Local utilization:
Drawn at 3 px/micron. 9 x 9 tiles, from dark purple (low) to yellow (high), 0 to 100% covered.
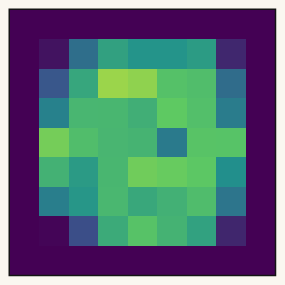
Gate-type map:
Drawn at 6 px/micron.
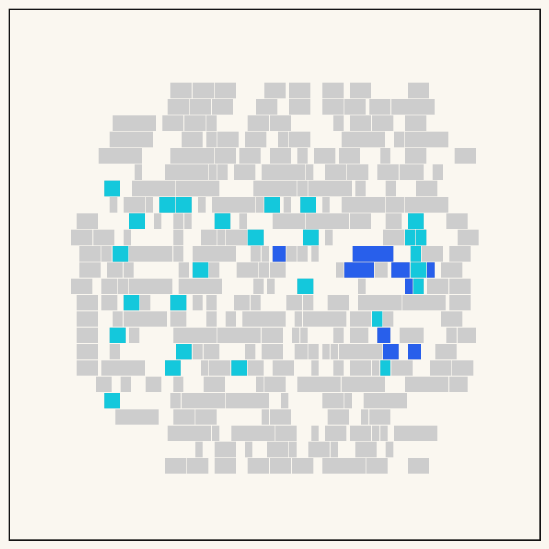
Where the registers sit:
Drawn at 4 px/micron.
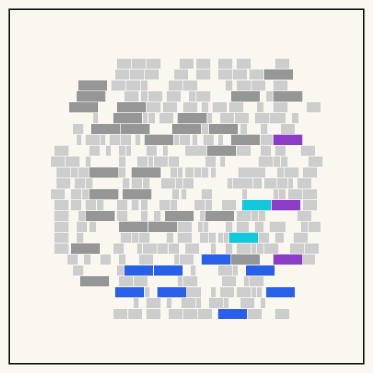
Clock wiring as the flow saved it:
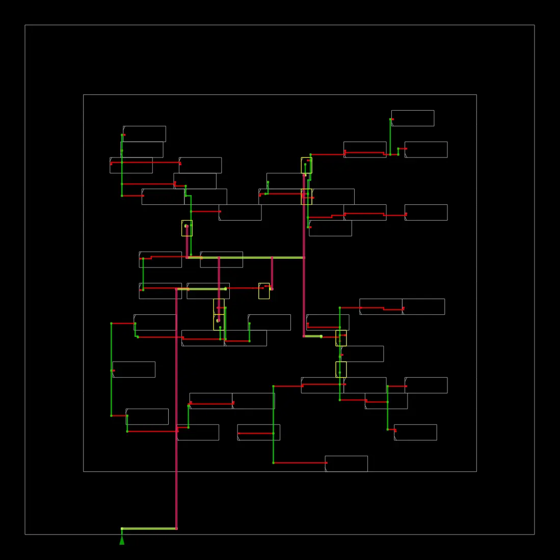
File: config.mk
export PLATFORM = sky130hd
export DESIGN_NAME = alu_cmd_ctrl
export DESIGN_NICKNAME = d
export VERILOG_FILES = /design/src/rtl/alu_cmd_ctrl.sv
export SDC_FILE = /design/constraint.sdc
export NUM_CORES = 1
export LEC_CHECK = 0
export CAP_MARGIN = 20
export CORE_MARGIN = 10
export CORE_UTILIZATION = 40
export CTS_BUF_LIST = sky130_fd_sc_hd__clkbuf_2
export CTS_CLUSTER_DIAMETER = 120
export CTS_CLUSTER_SIZE = 10
export DETAILED_ROUTE_END_ITERATION = 8
export GPL_TIMING_DRIVEN = 0
export PLACE_DENSITY = 0.73
export SYNTH_ARGS = -nofsm -noshare
export SYNTH_HDL_FRONTEND = slang
export SYNTH_SLANG_ARGS = --single-unit
File: constraint.sdc
create_clock -name clk -period 2.5 [get_ports clk]
set_clock_uncertainty 0.1 [all_clocks]
set_input_delay 0.625 -clock clk [delete_from_list [all_inputs] [get_ports clk]]
set_output_delay 0.625 -clock clk [all_outputs]
set_load 0.02 [all_outputs]
File: src/rtl/alu_cmd_ctrl.sv
// Command-side controller for the 8-bit ALU: registers operands/opcode, waits one
// execute cycle, captures result and flags into a held response, keeps an accumulator.
module alu_cmd_ctrl (
  input  logic       clk,
  input  logic       rst_n,
  input  logic       cmd_valid,
  output logic       cmd_ready,
  input  logic [2:0] cmd_op,
  input  logic [7:0] cmd_a,
  input  logic [7:0] cmd_b,
  input  logic       cmd_use_acc,
  output logic [7:0] alu_a,
  output logic [7:0] alu_b,
  output logic [2:0] alu_ctrl,
  input  logic [7:0] alu_y,
  input  logic       alu_zero,
  input  logic       alu_negative,
  input  logic       alu_carry,
  output logic       rsp_valid,
  input  logic       rsp_ready,
  output logic [7:0] rsp_y,
  output logic       rsp_zero,
  output logic       rsp_negative,
  output logic       rsp_carry,
  output logic       rsp_err,
  output logic [7:0] acc
);

  typedef enum logic [1:0] {
    IDLE = 2'd0,
    EXEC = 2'd1,
    RESP = 2'd2
  } state_t;

  state_t state, state_nxt;
  logic   op_legal;
  logic   accept;

  always_comb begin
    op_legal = 1'b0;
    case (cmd_op)
      3'b000, 3'b001, 3'b010, 3'b110: op_legal = 1'b1;
      default:                        op_legal = 1'b0;
    endcase
  end

  // Ready is masked by rst_n so it reads 0 for the whole reset window.
  assign cmd_ready = (state == IDLE) && rst_n;
  assign accept    = (state == IDLE) && cmd_valid;
  assign rsp_valid = (state == RESP);

  always_comb begin
    state_nxt = state;
    case (state)
      IDLE:    if (cmd_valid) state_nxt = op_legal ? EXEC : RESP;
      EXEC:    state_nxt = RESP;
      RESP:    if (rsp_ready) state_nxt = IDLE;
      default: state_nxt = IDLE;
    endcase
  end

  always_ff @(posedge clk) begin
    if (!rst_n) begin
      state        <= IDLE;
      alu_a        <= '0;
      alu_b        <= '0;
      alu_ctrl     <= '0;
      rsp_y        <= '0;
      rsp_zero     <= 1'b0;
      rsp_negative <= 1'b0;
      rsp_carry    <= 1'b0;
      rsp_err      <= 1'b0;
      acc          <= '0;
    end else begin
      state <= state_nxt;
      if (accept) begin
        if (op_legal) begin
          alu_a    <= cmd_use_acc ? acc : cmd_a;
          alu_b    <= cmd_b;
          alu_ctrl <= cmd_op;
        end else begin
          rsp_y        <= '0;
          rsp_zero     <= 1'b0;
          rsp_negative <= 1'b0;
          rsp_carry    <= 1'b0;
          rsp_err      <= 1'b1;
        end
      end
      if (state == EXEC) begin
        rsp_y        <= alu_y;
        rsp_zero     <= alu_zero;
        rsp_negative <= alu_negative;
        rsp_carry    <= alu_carry;
        rsp_err      <= 1'b0;
        acc          <= alu_y;
      end
    end
  end

endmodule

==> flow_summary.yaml <==
# synthesis and place-and-route metrics
setup_path:
  worstSetupPathType: "reg2out"
  arrival_ps: 1590
  critPathLaunchType: "register"
  crit_path_start: "state[1]"
  r2r_slack_ps: 940
  worstReg2RegEnd: "alu_b[4]"
  r2r.worst_path.cells: 6
  endpoint_kind: "primary output"
  crit_end: "cmd_ready"
clock_tree:
  cts_inserted_buffers: 5
  cts_setup_buffers: 0
  cts_tree: "done"
  cts_hold_buf: 0
  clockBufferDepth: 2
  cts_root_buffer: "clkbuf_2"
sta:
  finalSetupViolations: 0
  worst_slew_pin_slew_ps: 511
  fin_tns_setup_ps: 0
  fin_crit_sh_pct: 92.7
synth:
  synth_flops: 41
  yosys_warnings: 0
  yosysChipArea_sq_um: 1860
  top_area_cell: "dfxtp_1"
  topCellsByArea: "dfxtp_1 (44%), mux2i_1 (9.1%), nand3_1 (8.1%)"
  yosysSeqAreaShare_pct: 44.1
placed_design:
  dp_hpwl_microns: 4340
final_layout:
  fin_nets: 318
floorplan:
  ios: 76
  rows: 24
outcome:
  status: "completed"
route:
  drc_errors: 0
  drt-vias-per-instance: 5.34
  ant_nets: 0
global_routing:
  grt_max_degree: 13
  gr-total-overflow: 0
  grt_pass1_vias: 1817
pwr:
  power_density_nw_per_um2: 490
  p_leak_uw: 0.00105
run:
  maxCapViolations: 0
-- 'local utilization' (at the start) --
fullest tile = 85%
tiles over 75% full = 6.2%
densest ninth of the die = centre
mean over tiles = 34%
nearly empty tiles = 41%

-- 'gate-type map' (at the start) --
NOR gates -> blue  # cells 9, most used nor2b_1, where middle right
inverting AOI/OAI gates -> cyan  # cells 27, most used o211ai_1
combinational share of cell area: 34.1%
most frequent logic cell in the layout: clkdlybuf4s50_1
Post-Layout Cell Count: 336

-- 'where the registers sit' (at the start) --
alu_b -> blue  # sequential cells 8, where bottom centre
state -> cyan  # sequential cells 2
alu_ctrl -> purple  # sequential cells 3
not coloured = 28
final core occ: 60.6%
sequential share of cell area: 30.5%
register area: 821 sq um
Seq. pwr: 709 uW

-- 'clock wiring as the flow saved it' (at the start) --
Clock Sinks: 41
clk pwr: 283 uW

[worst min-delay path, stage by stage (launching register included)]
cell	delay (ps)
dfxtp_1	360
nand2_1	50
mux2i_1	50
[layer usage]
metal  vias up  track usage [%]  share of wire [%]
li1        879                -                  -
met1       853             17.2                 43
met2        50             25.2                 49
met3        11             3.31                6.2
met4         0             5.73                1.6
met5         -                0                  0
[power breakdown]
group	total [uW]	switching [uW]	internal (uW)
combinational	327	162	165
sequential	709	20.0	689
clock	283	213	70.3
total	1320	395	925
[metrics by stage]
| stage | util [%] | setup slack [ps] | instance area (sq um) | hold slack, ps |
|---|---|---|---|---|
| 5_1_grt | 60.6 | 70.4 | 2700 | 396 |
| 2_1_floorplan | - | 406 | 1860 | 427 |
| 4_1_cts | 60.6 | 157 | 2700 | 377 |
| 3_3_place_gp | 59.8 | 3.86 | 2660 | 340 |
| 3_5_place_dp | 59.8 | -17.1 | 2660 | 350 |
| 6_report | 60.6 | 181 | 2700 | 375 |
[layout make-up]
class | instances | area (sq um)
Sequential cell | 41 | 821
Tap cell | 52 | 65.1
Clock inverter | 2 | 10.0
Clock buffer | 6 | 30.0
Timing Repair Buffer | 73 | 728
Buffer | 21 | 121
Fill cell | 419 | 1750
Multi-Input combinational cell | 141 | 920
[cells by family after synthesis]
group | count (synthesis) | share of synthesized area, %
compound gates | 37 | 15.5
buf+inv | 21 | 6.52
flops | 41 | 44.1
mux | 17 | 9.14
simple gates | 87 | 24.8
[sequential cells by signal, indices dropped and copies added (netlist names)]
| name | count |
|---|---|
| rsp_y | 8 |
| rsp_err | 1 |
| alu_ctrl | 3 |
| alu_a | 8 |
| acc | 8 |
| rsp_zero | 1 |
| rsp_negative | 1 |
| state | 2 |
| alu_b | 8 |
| rsp_carry | 1 |
Power is estimated from default activity; no workload was simulated.
